==> images/wires.png <==
Scale: 1 px per µm. Only two layers are drawn.
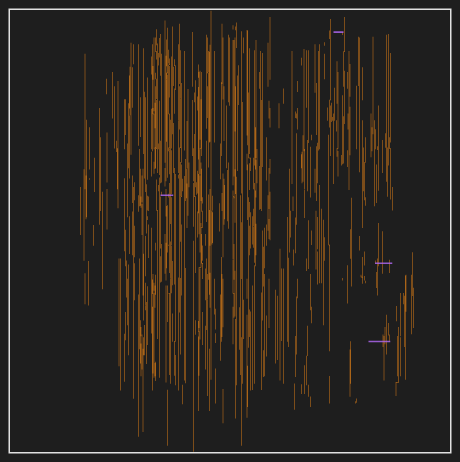
==> images/clocks.png <==
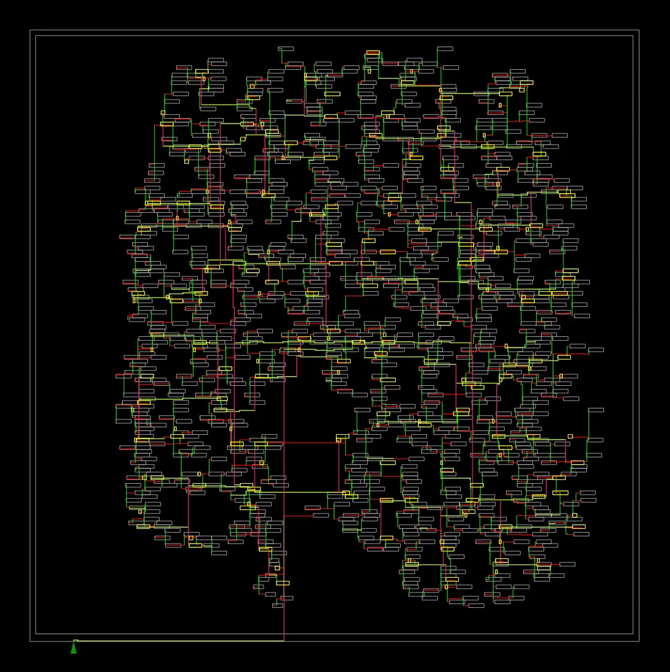
==> images/layer_met2.png <==
Scale: 1 px per µm. Cells faint in the background.
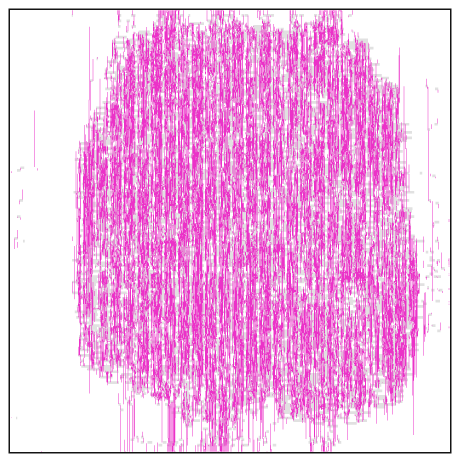
**config.mk**
```make
export PLATFORM = sky130hd
export DESIGN_NAME = regfile_mp
export DESIGN_NICKNAME = d
export VERILOG_FILES = /design/src/rtl/regfile_mp_pkg.sv /design/src/rtl/regfile_clear_fsm.sv /design/src/rtl/regfile_mp.sv
export SDC_FILE = /design/constraint.sdc
export NUM_CORES = 2
export LEC_CHECK = 0
export CAP_MARGIN = 20
export CORE_AREA = 4 4 436 438
export DETAILED_ROUTE_END_ITERATION = 10
export DIE_AREA = 0 0 440 442
export GPL_ROUTABILITY_DRIVEN = 1
export SKIP_LAST_GASP = 1
export SLEW_MARGIN = 25
export SYNTH_ARGS = -nofsm -noshare
export SYNTH_HDL_FRONTEND = slang
export SYNTH_SLANG_ARGS = --single-unit
```
**constraint.sdc**
```tcl
create_clock -name clk -period 3.9 [get_ports clk]
set_input_delay 0.78 -clock clk [delete_from_list [all_inputs] [get_ports clk]]
set_output_delay 0.78 -clock clk [all_outputs]
set_load 0.01 [all_outputs]
```
**src/rtl/regfile_mp_pkg.sv**
```systemverilog
// rtl/regfile_mp_pkg.sv - shared register index constants and clear FSM state encodings
package regfile_mp_pkg;

  localparam int REG_ZERO = 0;
  localparam int REG_V0   = 2;
  localparam int REG_A0   = 4;
  localparam int REG_RA   = 31;

  typedef enum logic {
    RF_CLEAR = 1'b0,
    RF_RUN   = 1'b1
  } rf_state_e;

endpackage

```
**src/rtl/regfile_clear_fsm.sv**
```systemverilog
// rtl/regfile_clear_fsm.sv - sequential clear engine: walks every entry once after reset, then raises ready
module regfile_clear_fsm
  import regfile_mp_pkg::*;
#(
  parameter int DEPTH = 32,
  parameter int AW    = $clog2(DEPTH)
) (
  input  logic          clk,
  input  logic          rst,
  output logic          ready,
  output logic          clr_en,
  output logic [AW-1:0] clr_idx
);

  rf_state_e     state;
  logic [AW-1:0] idx;

  assign clr_idx = idx;

  always_ff @(posedge clk) begin
    if (rst) begin
      state  <= RF_CLEAR;
      idx    <= '0;
      ready  <= 1'b0;
      clr_en <= 1'b1;
    end else begin
      case (state)
        RF_CLEAR: begin
          if (idx == AW'(DEPTH - 1)) begin
            state  <= RF_RUN;
            idx    <= '0;
            ready  <= 1'b1;
            clr_en <= 1'b0;
          end else begin
            idx <= idx + AW'(1);
          end
        end
        RF_RUN: begin
          ready  <= 1'b1;
          clr_en <= 1'b0;
        end
        default: begin
          state  <= RF_CLEAR;
          idx    <= '0;
          ready  <= 1'b0;
          clr_en <= 1'b1;
        end
      endcase
    end
  end

endmodule

```
**src/rtl/regfile_mp.sv**
```systemverilog
// rtl/regfile_mp.sv - multi-port register file with two write ports, write-to-read bypass and clear engine
// Optional issue scoreboard enabled by defining REGFILE_SCOREBOARD_EN.
module regfile_mp
  import regfile_mp_pkg::*;
#(
  parameter int DATA_WIDTH = 32,
  parameter int DEPTH      = 32,
  parameter int NUM_RD     = 2,
  parameter int ZERO_REG   = 1,
  localparam int AW        = $clog2(DEPTH)
) (
  input  logic                         clk,
  input  logic                         rst,
  output logic                         ready,
  input  logic                         we0,
  input  logic [AW-1:0]                waddr0,
  input  logic [DATA_WIDTH-1:0]        wdata0,
  input  logic                         we1,
  input  logic [AW-1:0]                waddr1,
  input  logic [DATA_WIDTH-1:0]        wdata1,
  input  logic [NUM_RD*AW-1:0]         raddr,
  output logic [NUM_RD*DATA_WIDTH-1:0] rdata,
  input  logic [AW-1:0]                dbg_addr,
  output logic [DATA_WIDTH-1:0]        dbg_data,
  input  logic                         iss_valid,
  input  logic [AW-1:0]                iss_addr,
  output logic [NUM_RD-1:0]            busy
);

  logic [DATA_WIDTH-1:0] mem [DEPTH];
  logic                  clr_en;
  logic [AW-1:0]         clr_idx;
  logic                  we0_act, we1_act;
  logic                  w0_ok, w1_ok;

  regfile_clear_fsm #(.DEPTH(DEPTH), .AW(AW)) u_clear (
    .clk     (clk),
    .rst     (rst),
    .ready   (ready),
    .clr_en  (clr_en),
    .clr_idx (clr_idx)
  );

  assign we0_act = ready & we0;
  assign we1_act = ready & we1;
  assign w0_ok   = we0_act & ~((ZERO_REG != 0) && (waddr0 == AW'(REG_ZERO)));
  assign w1_ok   = we1_act & ~((ZERO_REG != 0) && (waddr1 == AW'(REG_ZERO)));

  // W1 is written last so it wins a same-address collision with W0.
  always_ff @(posedge clk) begin
    if (clr_en) begin
      mem[clr_idx] <= '0;
    end else begin
      if (w0_ok) mem[waddr0] <= wdata0;
      if (w1_ok) mem[waddr1] <= wdata1;
    end
  end

  assign dbg_data = ready ? mem[dbg_addr] : '0;

`ifdef REGFILE_SCOREBOARD_EN
  logic [DEPTH-1:0] busy_q;
  logic [DEPTH-1:0] busy_nxt;
  logic             iss_act;

  assign iss_act = ready & iss_valid;

  // Set is applied after the clears: a new issue outranks a retiring producer.
  always_comb begin
    busy_nxt = busy_q;
    if (we0_act) busy_nxt[waddr0] = 1'b0;
    if (we1_act) busy_nxt[waddr1] = 1'b0;
    if (iss_act) busy_nxt[iss_addr] = 1'b1;
  end

  always_ff @(posedge clk) begin
    if (rst || clr_en) busy_q <= '0;
    else               busy_q <= busy_nxt;
  end
`else
  logic unused_iss;
  assign unused_iss = ^{iss_valid, iss_addr};
  assign busy       = '0;
`endif

  for (genvar k = 0; k < NUM_RD; k++) begin : g_rd
    logic [AW-1:0]         ra;
    logic [DATA_WIDTH-1:0] rv;
    logic                  is_zero;

    assign ra      = raddr[k*AW +: AW];
    assign is_zero = (ZERO_REG != 0) && (ra == AW'(REG_ZERO));

    always_comb begin
      rv = '0;
      if (!ready || is_zero)               rv = '0;
      else if (we1_act && waddr1 == ra)    rv = wdata1;
      else if (we0_act && waddr0 == ra)    rv = wdata0;
      else                                 rv = mem[ra];
    end

    assign rdata[k*DATA_WIDTH +: DATA_WIDTH] = rv;

`ifdef REGFILE_SCOREBOARD_EN
    logic wr_hit, iss_hit;
    assign wr_hit  = (we0_act && waddr0 == ra) || (we1_act && waddr1 == ra);
    assign iss_hit = iss_act && (iss_addr == ra);
    assign busy[k] = ready & busy_q[ra] & ~is_zero & ~(wr_hit & ~iss_hit);
`endif
  end

endmodule

```
==> notes.md <==
Entry: Yosys synthesis followed by OpenROAD place and route.

Run status:
- The flow ran to the end, but the final reports show violations.
- The final reports fail on setup timing.

Worst setup path:
- The timing report shows that the slowest cell on the worst path is mux4_2.
- The run gives the worst endpoint required time as 3.12 ns.
- The run puts the worst path buffer plus inverter count at 5.
- The run puts the delay of the slowest critical-path stage at 0.51 ns.

Min path:
- Note that the worst hold path type here is reg -> reg.

Global route:
- The run gives the global routing usage summed across all routing layers as 30.0%.
- Entering global routing, the biggest net connects 65 pins.
- The via count of the first global-routing pass came to 53700.

Synthesis:
- Yosys printed 0 warnings.
- For this run, the leading register cell type out of synthesis is edfxtp_1.
- The run puts the chip area estimate from yosys synthesis at 68500 µm².
- The run puts the synthesized instance count at 5510.
- The run puts the summed instance area of the synthesized netlist at 68500 µm².
- The run gives the mean instance size in the synthesized netlist as 12.4 µm².
- The run puts the fraction of registers with async set or reset after synthesis at 0%.
- Among the non-sequential cells, multiplexers take the most area.
- In this run, the synthesized area fraction spent on and/or/nand/nor cells is recorded as 8.36%.
- The run puts the share of synthesized area spent on multiplexers at 30.9%.
- The run gives the most numerous cell in the Yosys netlist as nand2_1.
- The run gives the count of flip-flops with a built-in enable after synthesis as 1024.

Clocking:
- CTS placed an instance of clkbuf_16 at the clock tree root.
- Per the TritonCTS log, the buffer count is 113.
- TritonCTS built the clock tree.

STA:
- The run puts the number of pins exceeding their max-slew limit in the final report at 0.
- Endpoints with negative setup slack in the final report add up to 6.
- The run puts the minimum setup slack in the final design at -0.107 ns.

Cells and area:
- The run gives the area growth from synthesis to layout as 21.3%.
- The run puts the fraction of the core area covered by cells at the end of the flow at 44.6%.
- The run gives the combined flip-flop and latch cell area as 30900 µm².

Floorplanning:
- According to the floorplan report, the placeable core area is 187000 µm².
- The run gives the horizontal extent of the die as 440 µm.
- The run puts the starting density of the core at 36.7%.
- The run gives the chip footprint as 194000 µm².

Power and ir drop:
- Per the OpenROAD power report, leakage power amounts to 0.0263 µW.
- The worst VDD IR drop from the latest analysis is 363 µV.

Placed design:
- The run gives the HPWL after detailed placement as 191000 µm.
- The run gives the global placement routability congestion as 0.946.

Flow run:
- The run gives the number of warnings the tools reported as 36.

Drt:
- The run gives the first-iteration detailed-routing DRC count as 9073.
Notes on wires.png above:
- metal 5: purple (wire length 55.2 µm)
- metal 4: orange (wire length 27.4 mm)

Notes on clocks.png above:
final-layout clock buffer total: 130
# clock sinks: 1032

Notes on layer_met2.png above:
- wire length on this layer: 134 mm
- main direction: vertical
- share of all routed wire: 45%
- nets with wire on the layer: 4837
global-route met2 utilization: 45.9%
vias after detailed routing: 55700
final wirelength: 299000 µm

[state kept, by name (all words and copies together) (netlist names)]
name / cells
u_clear.clr_en: 1
mem: 1024
u_clear.ready: 1
u_clear.state: 1
u_clear.clr_idx: 5
[metrics by stage]
step	hold WS [ns]	instance area, µm²	worst slack [ns]	TNS (ns)	std cells
5_1_grt	0.633	83100	-0.156	-0.662	8343
2_1_floorplan	0.512	68600	-0.173	-47.20	5511
4_1_cts	0.572	82600	-0.154	-1.80	8310
3_5_place_dp	0.563	78300	-0.645	-20.87	8074
3_3_place_gp	0.554	78300	-0.658	-21.02	8074
6_report	0.568	83100	-0.107	-0.333	8344
[routing by layer]
layer	global-route usage [%]	part of all wire (%)	up-vias
li1	-	-	22100
met1	37.5	33	27700
met2	45.9	45	4694
met3	6.67	13	1133
met4	21.9	9.2	8
met5	0	0.018	-
[final cells by class]
class,instances,share of cell area [%]
Timing Repair Buffer,854,12.0
Clock inverter,76,0.897
Sequential cell,1032,37.2
Inverter,97,0.438
Clock buffer,130,3.54
Multi-Input combinational cell,3656,42.2
Tap cell,2495,3.76
Antenna cell,4,0.0120
[what timing repair did]
item	4_1_cts	5_1_grt
setup buffers	26	24
pin swaps	5	8
setup endpoints to repair	95	60
cloned	4	6
resized	168	92
[where the power goes]
group	leakage [µW]	total, µW	internal (µW)	switching [µW]
Clock	0.00179	11100	6190	4860
Sequential	0.00843	12200	12200	84.9
Combinational	0.0160	3500	1660	1840
Total	0.0263	26800	20000	6790
[worst paths after layout]
kind / start / to / slack (ns) / depth (start not counted)
min: u_clear.clr_idx[2] / u_clear.clr_idx[2] / 0.57 / 2
max reg2reg: u_clear.ready / mem[11][23] / 0.87 / 7
min reg2reg: u_clear.clr_idx[2] / u_clear.clr_idx[2] / 0.57 / 2
max: dbg_addr[0] / dbg_data[9] / -0.11 / 9
Power and IR drop assume default switching activity.
